--- src/rtl/regfile_context_engine_if.sv ---
// Bundle of the command, register-file and stream signals of the context engine.
// The engine attaches through the master modport; the environment through slave.
interface regfile_context_engine_if;
  logic        cmd_save;
  logic        cmd_restore;
  logic        busy;
  logic        done;
  logic [4:0]  ra;
  logic [31:0] busa;
  logic [4:0]  rw;
  logic [31:0] busw;
  logic        write;
  logic [31:0] out_data;
  logic        out_valid;
  logic        out_ready;
  logic [31:0] in_data;
  logic        in_valid;
  logic        in_ready;

  modport master (
    input  cmd_save, cmd_restore, busa, out_ready, in_data, in_valid,
    output busy, done, ra, rw, busw, write, out_data, out_valid, in_ready
  );

  modport slave (
    output cmd_save, cmd_restore, busa, out_ready, in_data, in_valid,
    input  busy, done, ra, rw, busw, write, out_data, out_valid, in_ready
  );
endinterface

--- src/rtl/regfile_context_engine.sv ---
// Register-file context engine: streams r[FIRST_REG..LAST_REG] out on a save
// command and writes an incoming stream back into the same range on restore.
//
// state   | meaning
// --------+-----------------------------------------------------------
// IDLE    | waiting for cmd_save / cmd_restore (save wins if both)
// SAVE_RD | read r[idx] via ra/busa into the output holding register
// SAVE_TX | out_valid held until the sink takes the word
// RESTORE | in_ready high, one accepted beat writes r[idx] next cycle
// DONE    | one-cycle done pulse, then back to IDLE
module regfile_context_engine #(
  parameter int FIRST_REG = 1,
  parameter int LAST_REG  = 31
) (
  input  logic                    clk,
  input  logic                    reset,
  regfile_context_engine_if.master bus
);

  typedef enum logic [2:0] {
    IDLE    = 3'd0,
    SAVE_RD = 3'd1,
    SAVE_TX = 3'd2,
    RESTORE = 3'd3,
    DONE    = 3'd4
  } state_t;

  localparam logic [4:0] FIRST_IDX = 5'(FIRST_REG);
  localparam logic [4:0] LAST_IDX  = 5'(LAST_REG);

  state_t      state_q;
  logic [4:0]  idx_q;
  logic [4:0]  idx_d;
  logic        idx_last;
  logic [31:0] out_data_q;
  logic        out_valid_q;
  logic        write_q;
  logic [4:0]  rw_q;
  logic [31:0] busw_q;

  // Next index saturates at LAST_IDX so the counter can never wrap.
  assign idx_last = (idx_q == LAST_IDX);
  assign idx_d    = idx_last ? idx_q : idx_q + 5'd1;

  // Sequencer: state, index and all registered bus/stream outputs.
  always_ff @(posedge clk) begin
    if (!reset) begin
      state_q     <= IDLE;
      idx_q       <= FIRST_IDX;
      out_data_q  <= '0;
      out_valid_q <= 1'b0;
      write_q     <= 1'b0;
      rw_q        <= '0;
      busw_q      <= '0;
    end else begin
      write_q <= 1'b0;
      case (state_q)
        IDLE: begin
          if (bus.cmd_save) begin
            idx_q   <= FIRST_IDX;
            state_q <= SAVE_RD;
          end else if (bus.cmd_restore) begin
            idx_q   <= FIRST_IDX;
            state_q <= RESTORE;
          end
        end
        SAVE_RD: begin
          out_data_q  <= bus.busa;
          out_valid_q <= 1'b1;
          state_q     <= SAVE_TX;
        end
        SAVE_TX: begin
          if (bus.out_ready) begin
            out_valid_q <= 1'b0;
            if (idx_last) begin
              state_q <= DONE;
            end else begin
              idx_q   <= idx_d;
              state_q <= SAVE_RD;
            end
          end
        end
        RESTORE: begin
          if (bus.in_valid) begin
            write_q <= 1'b1;
            rw_q    <= idx_q;
            busw_q  <= bus.in_data;
            if (idx_last) begin
              state_q <= DONE;
            end else begin
              idx_q <= idx_d;
            end
          end
        end
        DONE: begin
          state_q <= IDLE;
        end
        default: begin
          state_q <= IDLE;
        end
      endcase
    end
  end

  assign bus.ra        = idx_q;
  assign bus.busy      = (state_q != IDLE);
  assign bus.done      = (state_q == DONE);
  assign bus.in_ready  = (state_q == RESTORE);
  assign bus.out_data  = out_data_q;
  assign bus.out_valid = out_valid_q;
  assign bus.write     = write_q;
  assign bus.rw        = rw_q;
  assign bus.busw      = busw_q;

endmodule

--- src/flat_wrapper.sv ---
// flat-port wrapper written by rule: the top's interface ports become plain ports
module regfile_context_engine_flat 
#(
  parameter int FIRST_REG = 1,
  parameter int LAST_REG  = 31
)
  (clk, reset, bus_cmd_save, bus_cmd_restore, bus_busa, bus_out_ready, bus_in_data, bus_in_valid, bus_busy, bus_done, bus_ra, bus_rw, bus_busw, bus_write, bus_out_data, bus_out_valid, bus_in_ready);
  regfile_context_engine_if bus_i ();
  input  logic clk;
  input  logic reset;
  input wire logic [$bits(bus_i.cmd_save)-1:0] bus_cmd_save;
  input wire logic [$bits(bus_i.cmd_restore)-1:0] bus_cmd_restore;
  input wire logic [$bits(bus_i.busa)-1:0] bus_busa;
  input wire logic [$bits(bus_i.out_ready)-1:0] bus_out_ready;
  input wire logic [$bits(bus_i.in_data)-1:0] bus_in_data;
  input wire logic [$bits(bus_i.in_valid)-1:0] bus_in_valid;
  output wire logic [$bits(bus_i.busy)-1:0] bus_busy;
  output wire logic [$bits(bus_i.done)-1:0] bus_done;
  output wire logic [$bits(bus_i.ra)-1:0] bus_ra;
  output wire logic [$bits(bus_i.rw)-1:0] bus_rw;
  output wire logic [$bits(bus_i.busw)-1:0] bus_busw;
  output wire logic [$bits(bus_i.write)-1:0] bus_write;
  output wire logic [$bits(bus_i.out_data)-1:0] bus_out_data;
  output wire logic [$bits(bus_i.out_valid)-1:0] bus_out_valid;
  output wire logic [$bits(bus_i.in_ready)-1:0] bus_in_ready;
  assign bus_i.cmd_save = bus_cmd_save;
  assign bus_i.cmd_restore = bus_cmd_restore;
  assign bus_i.busa = bus_busa;
  assign bus_i.out_ready = bus_out_ready;
  assign bus_i.in_data = bus_in_data;
  assign bus_i.in_valid = bus_in_valid;
  assign bus_busy = bus_i.busy;
  assign bus_done = bus_i.done;
  assign bus_ra = bus_i.ra;
  assign bus_rw = bus_i.rw;
  assign bus_busw = bus_i.busw;
  assign bus_write = bus_i.write;
  assign bus_out_data = bus_i.out_data;
  assign bus_out_valid = bus_i.out_valid;
  assign bus_in_ready = bus_i.in_ready;
  regfile_context_engine #(.FIRST_REG(FIRST_REG), .LAST_REG(LAST_REG)) u_core (.clk(clk), .reset(reset), .bus(bus_i));
endmodule
--- config.mk ---
export PLATFORM = sky130hd
export DESIGN_NAME = regfile_context_engine_flat
export DESIGN_NICKNAME = d
export VERILOG_FILES = /design/src/rtl/regfile_context_engine_if.sv /design/src/rtl/regfile_context_engine.sv /design/src/flat_wrapper.sv
export SDC_FILE = /design/constraint.sdc
export NUM_CORES = 1
export LEC_CHECK = 0
export ABC_AREA = 0
export ABC_CLOCK_PERIOD_IN_PS = 1850
export CORE_UTILIZATION = 41
export DETAILED_ROUTE_END_ITERATION = 10
export GPL_TIMING_DRIVEN = 0
export PLACE_DENSITY = 0.9
export SYNTH_ARGS = -nofsm -noshare
export SYNTH_HDL_FRONTEND = slang
export SYNTH_SLANG_ARGS = --single-unit
--- constraint.sdc ---
create_clock -name clk -period 1.85 [get_ports clk]
set_clock_uncertainty 0.05 [all_clocks]
set_input_delay 0.185 -clock clk [delete_from_list [all_inputs] [get_ports clk]]
set_output_delay 0.185 -clock clk [all_outputs]
set_load 0.02 [all_outputs]
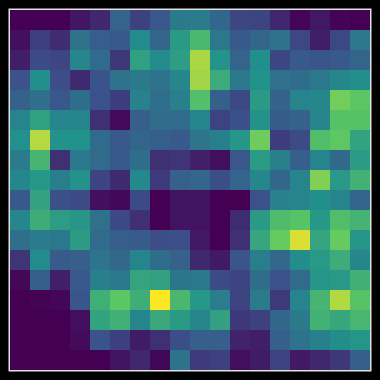
(wire density map)
Drawn at 4 px/um. 18 x 18 tiles, from dark purple (low) to yellow (high), scaled to the fullest tile. Values are wire area over tile area, all layers added.
The densest ninth of the die: middle right. 8.3% of the tiles are nearly empty. The fullest tile reaches 0.51. The mean over all tiles is 0.17. 23% of the tiles are over half the peak.
total routed wirelength: 8650 um
routed length per instance: 13.6 um
total routing usage reported by global routing: 21.2%

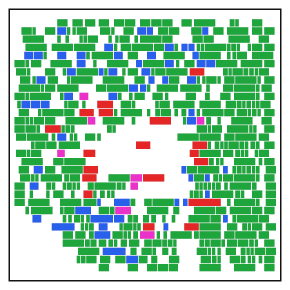
(sizing map)
Drawn at 3 px/um.
Key: red = _6 and larger [cells 18, share 3.3%, most used clkbuf_8]; magenta = _3 and _4 cells [cells 8, share 1.5%, most used buf_4]; blue = _2 cells [cells 60, share 11%, most used a21oi_2]; green = _0 and _1 cells [cells 452, share 84%, most used clkdlybuf4s50_1]
area of all placed cells without fillers: 4980 sq um
buffer count excluding the clock tree in the final layout: 172
signed area change from the synthesized netlist to the final layout: 56.9%

==> flow_metrics.py <==
# Physical implementation metrics
metrics = {
    "power": {
        "power-per-cell-area_nw_per_um2": 802,
        "seq_cell_power_w": 0.00184,
        "total_power_after_layout_w": 0.00399,
        "sw_share_pct": 28.8,
        "power.combinational.total_w": 0.000841,
        "power_frac_clock_pct": 32.9,
    },
    "floorplanning": {
        "fp.dieH_um": 90.0,
        "core_region_area_sq_um": 7370,
        "ios": 149,
        "chipArea_sq_um": 8090,
        "tap-cell-count": 99,
    },
    "synthesis": {
        "synth.logic.top_family": "simple AND/OR/NAND/NOR gates",
        "post_synth_xor_area_fraction_pct": 0,
        "post_synth_inst_count": 376,
        "synthesis.area_per_instance_sq_um": 8.44,
        "synth.yosys.num_cells": 376,
        "synth.area.top_cells": "sky130_fd_sc_hd__dfxtp_1 50%, sky130_fd_sc_hd__nand2_1 17%, sky130_fd_sc_hd__a21oi_2 8.6%",
        "mux_area_share_pct": 1.10,
        "yosysWarnings": 0,
        "compound_area_share_pct": 18.7,
        "numSynthFlops": 79,
    },
    "worst_hold_path": {
        "worstHoldStart": "reset",
        "worst_hold_path.endpoint": "u_core.bus.out_valid",
        "holdPathStages": 3,
        "timing.hold.worst.class": "input port to flip-flop",
    },
    "clock_network": {
        "ctsHtreeMaxLevel": 3,
        "clk-insertion-delay-late_ps": 340,
        "cts_resized": 6,
        "clock_transition_at_path_regs_ps": 80,
        "cts_hold_buf": 0,
        "cts_buffers": 9,
    },
    "layout": {
        "layout.clock.cell_area_share_pct": 4.10,
        "most-common-layout-cells": "144 x sky130_fd_sc_hd__clkdlybuf4s50_1, 140 x sky130_fd_sc_hd__nand2_1, 76 x sky130_fd_sc_hd__dfxtp_1",
        "clock_buffers": 9,
        "fill_cells": 597,
        "final_common_cell": "sky130_fd_sc_hd__clkdlybuf4s50_1",
        "drive_above_1_share_pct": 16.0,
        "register_share_of_the_cell_area_pct": 31.8,
    },
    "global_routing": {
        "wire_length_of_the_first_global_routing_pass_um": 13800,
        "groute.layer.met3.usage_pct": 5.41,
        "grt_overflow": 0,
    },
    "final_timing": {
        "clock.fmax_ghz": 0.560,
        "timing.final.max_slew_violations": 0,
        "rsz0062_at_grt": "false",
        "timing.final.hold_violations": 0,
        "timing_worst_slew_pin_value_ps": 693,
        "setup_viol": 0,
    },
    "setup_path": {
        "worstReg2RegStart": "u_core.bus.ra[0]",
        "r2r_setup_slk_ps": 60,
        "critPathLaunchType": "flip-flop",
        "crit_path_max_fanout": 6,
    },
    "routing": {
        "vias": 3127,
        "m1WireLength_um": 3650,
        "drt_first_iter_violations": 102,
        "topRoutingLayerUsed": "met4",
        "antenna_violating_nets_post_route": 0,
        "post-route-drc-count": 0,
        "via_per_inst": 4.91,
        "dr_wl_met2_um": 4190,
    },
    "placement": {
        "hpwlAfterDp_um": 6550,
        "place_ws_ps": 32.8,
    },
    "outcome": {
        "result_of_the_run": "completed",
    },
    "flow_run": {
        "openroad.warnings": 26,
    },
}
Power figures rest on the tool's default switching activity, not on a simulated workload.
